File: config.mk
export PLATFORM = sky130hd
export DESIGN_NAME = instr_encode_loader_flat
export DESIGN_NICKNAME = d
export VERILOG_FILES = /design/src/rtl/instr_encode_loader_if.sv /design/src/rtl/instr_encode_loader.sv /design/src/flat_wrapper.sv
export SDC_FILE = /design/constraint.sdc
export NUM_CORES = 1
export LEC_CHECK = 0
export CAP_MARGIN = 0
export CORE_MARGIN = 2
export CORE_UTILIZATION = 32
export CTS_CLUSTER_DIAMETER = 120
export DETAILED_ROUTE_END_ITERATION = 10
export GPL_TIMING_DRIVEN = 0
export PLACE_DENSITY_LB_ADDON = 0.3
export SETUP_SLACK_MARGIN = 0.2
export SLEW_MARGIN = 25
export SYNTH_ARGS = -nofsm -noshare
export SYNTH_HDL_FRONTEND = slang
export SYNTH_SLANG_ARGS = --single-unit
export TNS_END_PERCENT = 50
File: constraint.sdc
create_clock -name clk -period 2.77 [get_ports clk]
set_input_delay 0.554 -clock clk [delete_from_list [all_inputs] [get_ports clk]]
set_output_delay 0.554 -clock clk [all_outputs]
set_load 0.02 [all_outputs]
File: src/rtl/instr_encode_loader_if.sv
// Field-bundle stream into the instruction loader: one MIPS instruction's
// fields plus format tag, qualified by in_valid/in_ready.
interface instr_encode_loader_if;
   logic        in_valid;
   logic        in_ready;
   logic [1:0]  in_fmt;
   logic [5:0]  in_op;
   logic [4:0]  in_rs;
   logic [4:0]  in_rt;
   logic [4:0]  in_rd;
   logic [4:0]  in_shamt;
   logic [5:0]  in_funct;
   logic [15:0] in_imm;
   logic [25:0] in_target;
   logic        in_last;

   modport master (
      output in_valid, in_fmt, in_op, in_rs, in_rt, in_rd, in_shamt,
             in_funct, in_imm, in_target, in_last,
      input  in_ready
   );

   modport slave (
      input  in_valid, in_fmt, in_op, in_rs, in_rt, in_rd, in_shamt,
             in_funct, in_imm, in_target, in_last,
      output in_ready
   );
endinterface

File: src/rtl/instr_encode_loader.sv
// Packs R/I/J field bundles into 32-bit MIPS words, buffers them in a small
// FIFO and streams them into instruction memory from BASE_ADDR upward.
module instr_encode_loader #(
   parameter int ADDR_W     = 10,
   parameter int FIFO_DEPTH = 4,
   parameter int BASE_ADDR  = 0
) (
   input  logic                 clk,
   input  logic                 rst,
   input  logic                 start,
   instr_encode_loader_if.slave bus,
   output logic                 imem_we,
   output logic [ADDR_W-1:0]    imem_addr,
   output logic [31:0]          imem_wdata,
   output logic [ADDR_W:0]      words_written,
   output logic                 busy,
   output logic                 done,
   output logic                 err
);

   localparam int PTR_W = (FIFO_DEPTH > 1) ? $clog2(FIFO_DEPTH) : 1;
   localparam int CNT_W = PTR_W + 1;
   localparam logic [ADDR_W-1:0] BASE = ADDR_W'(BASE_ADDR);

   typedef enum logic [1:0] {IDLE, LOAD, DRAIN, DONE} state_t;

   state_t             state, next_state;
   logic [31:0]        enc_word;
   logic               fmt_ok;
   logic               xfer, push, pop, full;
   logic [CNT_W-1:0]   count;
   logic [PTR_W-1:0]   wr_ptr, rd_ptr;
   logic [31:0]        mem [FIFO_DEPTH];
   logic [ADDR_W-1:0]  wptr;

   // Format-driven packing; fields outside the chosen format are ignored.
   always_comb begin
      enc_word = '0;
      fmt_ok   = 1'b1;
      case (bus.in_fmt)
         2'b00:   enc_word = {bus.in_op, bus.in_rs, bus.in_rt, bus.in_rd,
                              bus.in_shamt, bus.in_funct};
         2'b01:   enc_word = {bus.in_op, bus.in_rs, bus.in_rt, bus.in_imm};
         2'b10:   enc_word = {bus.in_op, bus.in_target};
         default: fmt_ok   = 1'b0;
      endcase
   end

   assign xfer = bus.in_valid && bus.in_ready;
   assign push = xfer && fmt_ok;
   assign pop  = (count != '0);
   assign full = (count == CNT_W'(FIFO_DEPTH));

   // FIFO control; readiness uses registered occupancy only, so no
   // push-through-pop when full.
   always_ff @(posedge clk) begin
      if (rst) begin
         wr_ptr <= '0;
         rd_ptr <= '0;
         count  <= '0;
      end else begin
         if (push) wr_ptr <= wr_ptr + PTR_W'(1);
         if (pop)  rd_ptr <= rd_ptr + PTR_W'(1);
         count <= count + CNT_W'(push) - CNT_W'(pop);
      end
   end

   always_ff @(posedge clk) begin
      if (push) mem[wr_ptr] <= enc_word;
   end

   // Write path: drain one word per cycle; the pointer wraps and flags err.
   always_ff @(posedge clk) begin
      if (rst) begin
         imem_we       <= 1'b0;
         imem_addr     <= BASE;
         imem_wdata    <= '0;
         wptr          <= BASE;
         words_written <= '0;
         err           <= 1'b0;
      end else begin
         imem_we <= pop;
         if (state == IDLE && start) begin
            wptr          <= BASE;
            words_written <= '0;
            err           <= 1'b0;
         end
         if (pop) begin
            imem_addr     <= wptr;
            imem_wdata    <= mem[rd_ptr];
            wptr          <= wptr + ADDR_W'(1);
            words_written <= words_written + (ADDR_W+1)'(1);
            if (wptr == '1) err <= 1'b1;
         end
         if (xfer && !fmt_ok) err <= 1'b1;
      end
   end

   always_ff @(posedge clk) begin
      if (rst) state <= IDLE;
      else     state <= next_state;
   end

   // DRAIN exits once the FIFO is empty; the final pop already registered
   // its write on the edge that emptied it.
   always_comb begin
      next_state = state;
      case (state)
         IDLE:    if (start) next_state = LOAD;
         LOAD:    if (xfer && bus.in_last) next_state = DRAIN;
         DRAIN:   if (count == '0) next_state = DONE;
         DONE:    next_state = IDLE;
         default: next_state = IDLE;
      endcase
   end

   always_comb begin
      bus.in_ready = 1'b0;
      busy         = 1'b0;
      done         = 1'b0;
      case (state)
         LOAD: begin
            bus.in_ready = !full;
            busy         = 1'b1;
         end
         DRAIN:   busy = 1'b1;
         DONE:    done = 1'b1;
         default: ;
      endcase
   end

endmodule

File: src/flat_wrapper.sv
// flat-port wrapper written by rule: the top's interface ports become plain ports
module instr_encode_loader_flat 
#(
   parameter int ADDR_W     = 10,
   parameter int FIFO_DEPTH = 4,
   parameter int BASE_ADDR  = 0
)
  (clk, rst, start, imem_we, imem_addr, imem_wdata, words_written, busy, done, err, bus_in_valid, bus_in_fmt, bus_in_op, bus_in_rs, bus_in_rt, bus_in_rd, bus_in_shamt, bus_in_funct, bus_in_imm, bus_in_target, bus_in_last, bus_in_ready);
  instr_encode_loader_if bus_i ();
  input  logic clk;
  input  logic rst;
  input  logic start;
  output logic imem_we;
  output logic [ADDR_W-1:0] imem_addr;
  output logic [31:0] imem_wdata;
  output logic [ADDR_W:0] words_written;
  output logic busy;
  output logic done;
  output logic err;
  input wire logic [$bits(bus_i.in_valid)-1:0] bus_in_valid;
  input wire logic [$bits(bus_i.in_fmt)-1:0] bus_in_fmt;
  input wire logic [$bits(bus_i.in_op)-1:0] bus_in_op;
  input wire logic [$bits(bus_i.in_rs)-1:0] bus_in_rs;
  input wire logic [$bits(bus_i.in_rt)-1:0] bus_in_rt;
  input wire logic [$bits(bus_i.in_rd)-1:0] bus_in_rd;
  input wire logic [$bits(bus_i.in_shamt)-1:0] bus_in_shamt;
  input wire logic [$bits(bus_i.in_funct)-1:0] bus_in_funct;
  input wire logic [$bits(bus_i.in_imm)-1:0] bus_in_imm;
  input wire logic [$bits(bus_i.in_target)-1:0] bus_in_target;
  input wire logic [$bits(bus_i.in_last)-1:0] bus_in_last;
  output wire logic [$bits(bus_i.in_ready)-1:0] bus_in_ready;
  assign bus_i.in_valid = bus_in_valid;
  assign bus_i.in_fmt = bus_in_fmt;
  assign bus_i.in_op = bus_in_op;
  assign bus_i.in_rs = bus_in_rs;
  assign bus_i.in_rt = bus_in_rt;
  assign bus_i.in_rd = bus_in_rd;
  assign bus_i.in_shamt = bus_in_shamt;
  assign bus_i.in_funct = bus_in_funct;
  assign bus_i.in_imm = bus_in_imm;
  assign bus_i.in_target = bus_in_target;
  assign bus_i.in_last = bus_in_last;
  assign bus_in_ready = bus_i.in_ready;
  instr_encode_loader #(.ADDR_W(ADDR_W), .FIFO_DEPTH(FIFO_DEPTH), .BASE_ADDR(BASE_ADDR)) u_core (.clk(clk), .rst(rst), .start(start), .bus(bus_i), .imem_we(imem_we), .imem_addr(imem_addr), .imem_wdata(imem_wdata), .words_written(words_written), .busy(busy), .done(done), .err(err));
endmodule
### Supply network

Scale bar: 50 um. Pins as bars on the die edge.
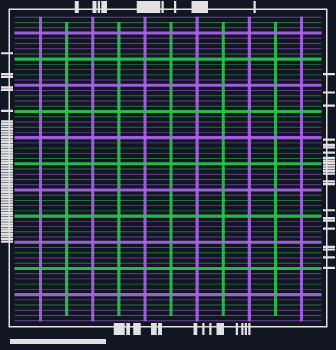
Purple stands for VSS. Green stands for VDD.
11 straps on met4. 139 signal pins sit on the boundary. The core has 58 rows.

==> flow_summary.ini <==
; generated from flow reports
[finish]
lay_top_cells = clkdlybuf4s50_1 (135), nand2_1 (133), edfxtp_1 (128)
final_core_util_pct = 43.3
lay_top_count = clkdlybuf4s50_1
n_antenna_cell = 0
finalInstanceArea_mm2 = 0.0109
area_growth_pct = 32.6
nets = 903
drive_gt1_share_pct = 12.1
layoutNonFillerInstCount = 1154

[placed_design]
portBuffers = 137
gp_congestion = 0.751
pre_cts_slack_ns = -0.392
place_area_mm2 = 0.0101
placed_cells_incl_taps = 1110
hpwl_um = 13900

[global_routing]
grt_pass1_wl_um = 30500
grt_pass1_vias = 5445
antenna_found_initial = 0
track_usage_pct = 14.9
gr-total-overflow = 0
grt_max_degree = 21

[floorplanning]
die-height_um = 164
rows = 58
die_w_um = 164
io_pins = 139
initCoreUtil_pct = 32.6
core_region_area_mm2 = 0.0252
dieArea_mm2 = 0.0270

[clock_network]
clkSlewWorstSetupHoldPaths_ns = 0.06
cts.sinks = 202
ctsHoldBuffers = 0
htree_num_levels = 1
root_buffer = clkbuf_16
clockBufferDepth = 3
clk-insertion-delay-late_ns = 0.50
cts_buffers = 23
cts_tree = yes

[synth]
synthFlopType = edfxtp_1
ys_async_sr_fraction_pct = 0
common_cells = nand2_1 (133), edfxtp_1 (128), dfxtp_1 (74)
ys_cells = 639
syn_area_per_cell_um2 = 12.9
top_cell = nand2_1
ys_seq_share_pct = 64.8
syn_inst = 639
enable_flop_cells = 128
ys_seq_elements = 202
synth_area_mm2 = 0.00822
ys_area_mm2 = 0.00822
synth_top_area_share_pct = 46.8
ys_warn_count = 0
ys_types = 45
synth_top_cell_by_area = edfxtp_1
syn_nets = 734
synth.area.top_cells = edfxtp_1 (47%), dfxtp_1 (18%), mux4_2 (8.8%)

[routing]
routed_wl_um = 19900
wl_per_cell_um = 17.3
drtIter0Drc = 278
drtPass1Iterations = 5
routed_via_density = 4.69
drtAntennaViolNets = 0
drc = 0
vias = 5416

[sta]
drv_slew = 0
post-route-period-util_pct = 89.4
hold_viol = 0
fin_tns_setup_ns = 0
fmax_ghz = 0.404
skew_ns = 0.0116
worst_pin_slew_ns = 0.729
setup_slack_ns = 0.294
period_needed_ns = 2.48
slew_headroom_pct = 51.4
holdWs_ns = 0.447
grt_setup_unrepaired = true
finalSetupViolations = 0

[power_and_ir_drop]
vdd_drop_max_v = 0.000371
total_power_mw = 9.97
power.leakage_nw = 3.77
powerDensity_mw_per_mm2 = 914

[worst_hold_path]
hold_depth = 2
hold_class = reg2reg
min-delay-start = u_core.imem_addr[6]
worstHoldEndpoint = u_core.imem_addr[6]

[outcome]
status = complete, no violations

[setup_path]
critPathArrivalTime_ns = 2.85
rrSetupSlack_ns = 0.30
crit_fanout = 5
timing.rr.end = u_core.count[2]
cp-start-kind = input pin
critPathRequiredTime_ns = 3.14
cp-end-kind = flop
critPathKind = in2reg
cp-startpoint = bus_in_fmt[0]
r2r_start = u_core.count[1]
timing.reg2reg.worst_path_depth = 11
crit_end = u_core.count[2]

[flow_run]
warnings = 35
drv_cap = 0
### Placed cells, one colour a class

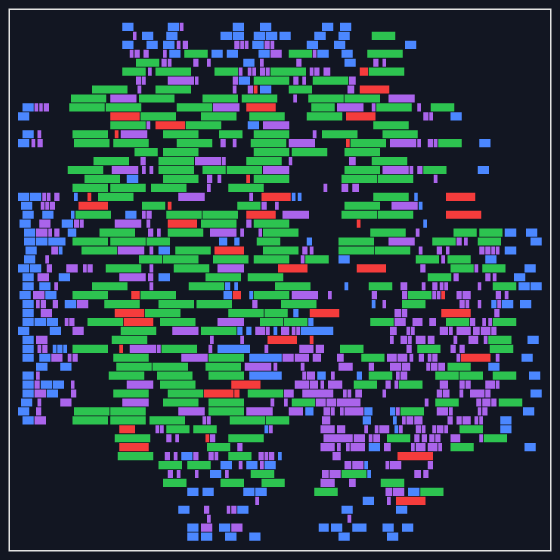
Purple stands for remaining logic cells, cells 400. Red stands for clock drivers and dummy loads, cells 41. Green stands for registers, cells 202. Blue stands for remaining buffers and delay cells, cells 181.

==> critical path: stages <==
cell and delay, ns:
clkdlybuf4s50_1 0.45, buf_8 0.16, a221oi_4 0.32, inv_1 0.08, ha_1 0.27, inv_1 0.04, ha_1 0.18, fa_1 0.37
xnor2_1 0.20, xnor2_1 0.15, nor2_1 0.06
==> where the power goes <==
part | internal, mW | switching [mW]
Sequential | 3.59 | 0.217
Clock | 1.77 | 1.13
Combinational | 1.44 | 1.82
==> cell families (layout without fill, tap and decap cells) <==
family | count (synthesis) | count (layout) | synth area share (%)
AOI/OAI and AO/OA | 104 | 104 | 7.15
xor gates and xnor gates | 7 | 7 | 0.746
adders and majority gates | 14 | 14 | 2.22
buffers and inverters | 57 | 242 | 2.89
DFF | 202 | 202 | 64.8
muxes | 54 | 54 | 11.4
and+or+nand+nor | 201 | 201 | 10.8
==> layer usage <==
metal | GRT usage [%] | part of all wire (%) | vias to the layer above
li1 | - | - | 2663
met1 | 18.7 | 42 | 2590
met2 | 26.6 | 51 | 143
met3 | 2.83 | 5.7 | 20
met4 | 3.27 | 1.4 | 0
met5 | 0 | 0 | -
==> layout make-up <==
class                      instances  area (um2)
buffer                            37         179
clock buffer                      36         642
clock inverter                     5        76.3
fill                            2361       14300
inverter                          20        75.1
multi-input combinational        380        2690
sequential                       202        5330
tap                              330         413
timing repair buffer             144        1510
==> sequential cells by signal, indices dropped and copies added, names as in the netlist <==
signal and count:
u_core.mem 128, u_core.words_written 11, u_core.imem_wdata 32, u_core.imem_we 1, u_core.wptr 10, u_core.count 3
u_core.state 2, u_core.err 1, u_core.wr_ptr 2, u_core.rd_ptr 2, u_core.imem_addr 10
==> repair_timing <==
item                                    CTS  global route
resized                                   3            13
buffers inserted                          0             3
endpoints found under the setup margin    3             2
pin swaps                                 1             3
Power figures rest on the tool's default switching activity, not on a simulated workload.
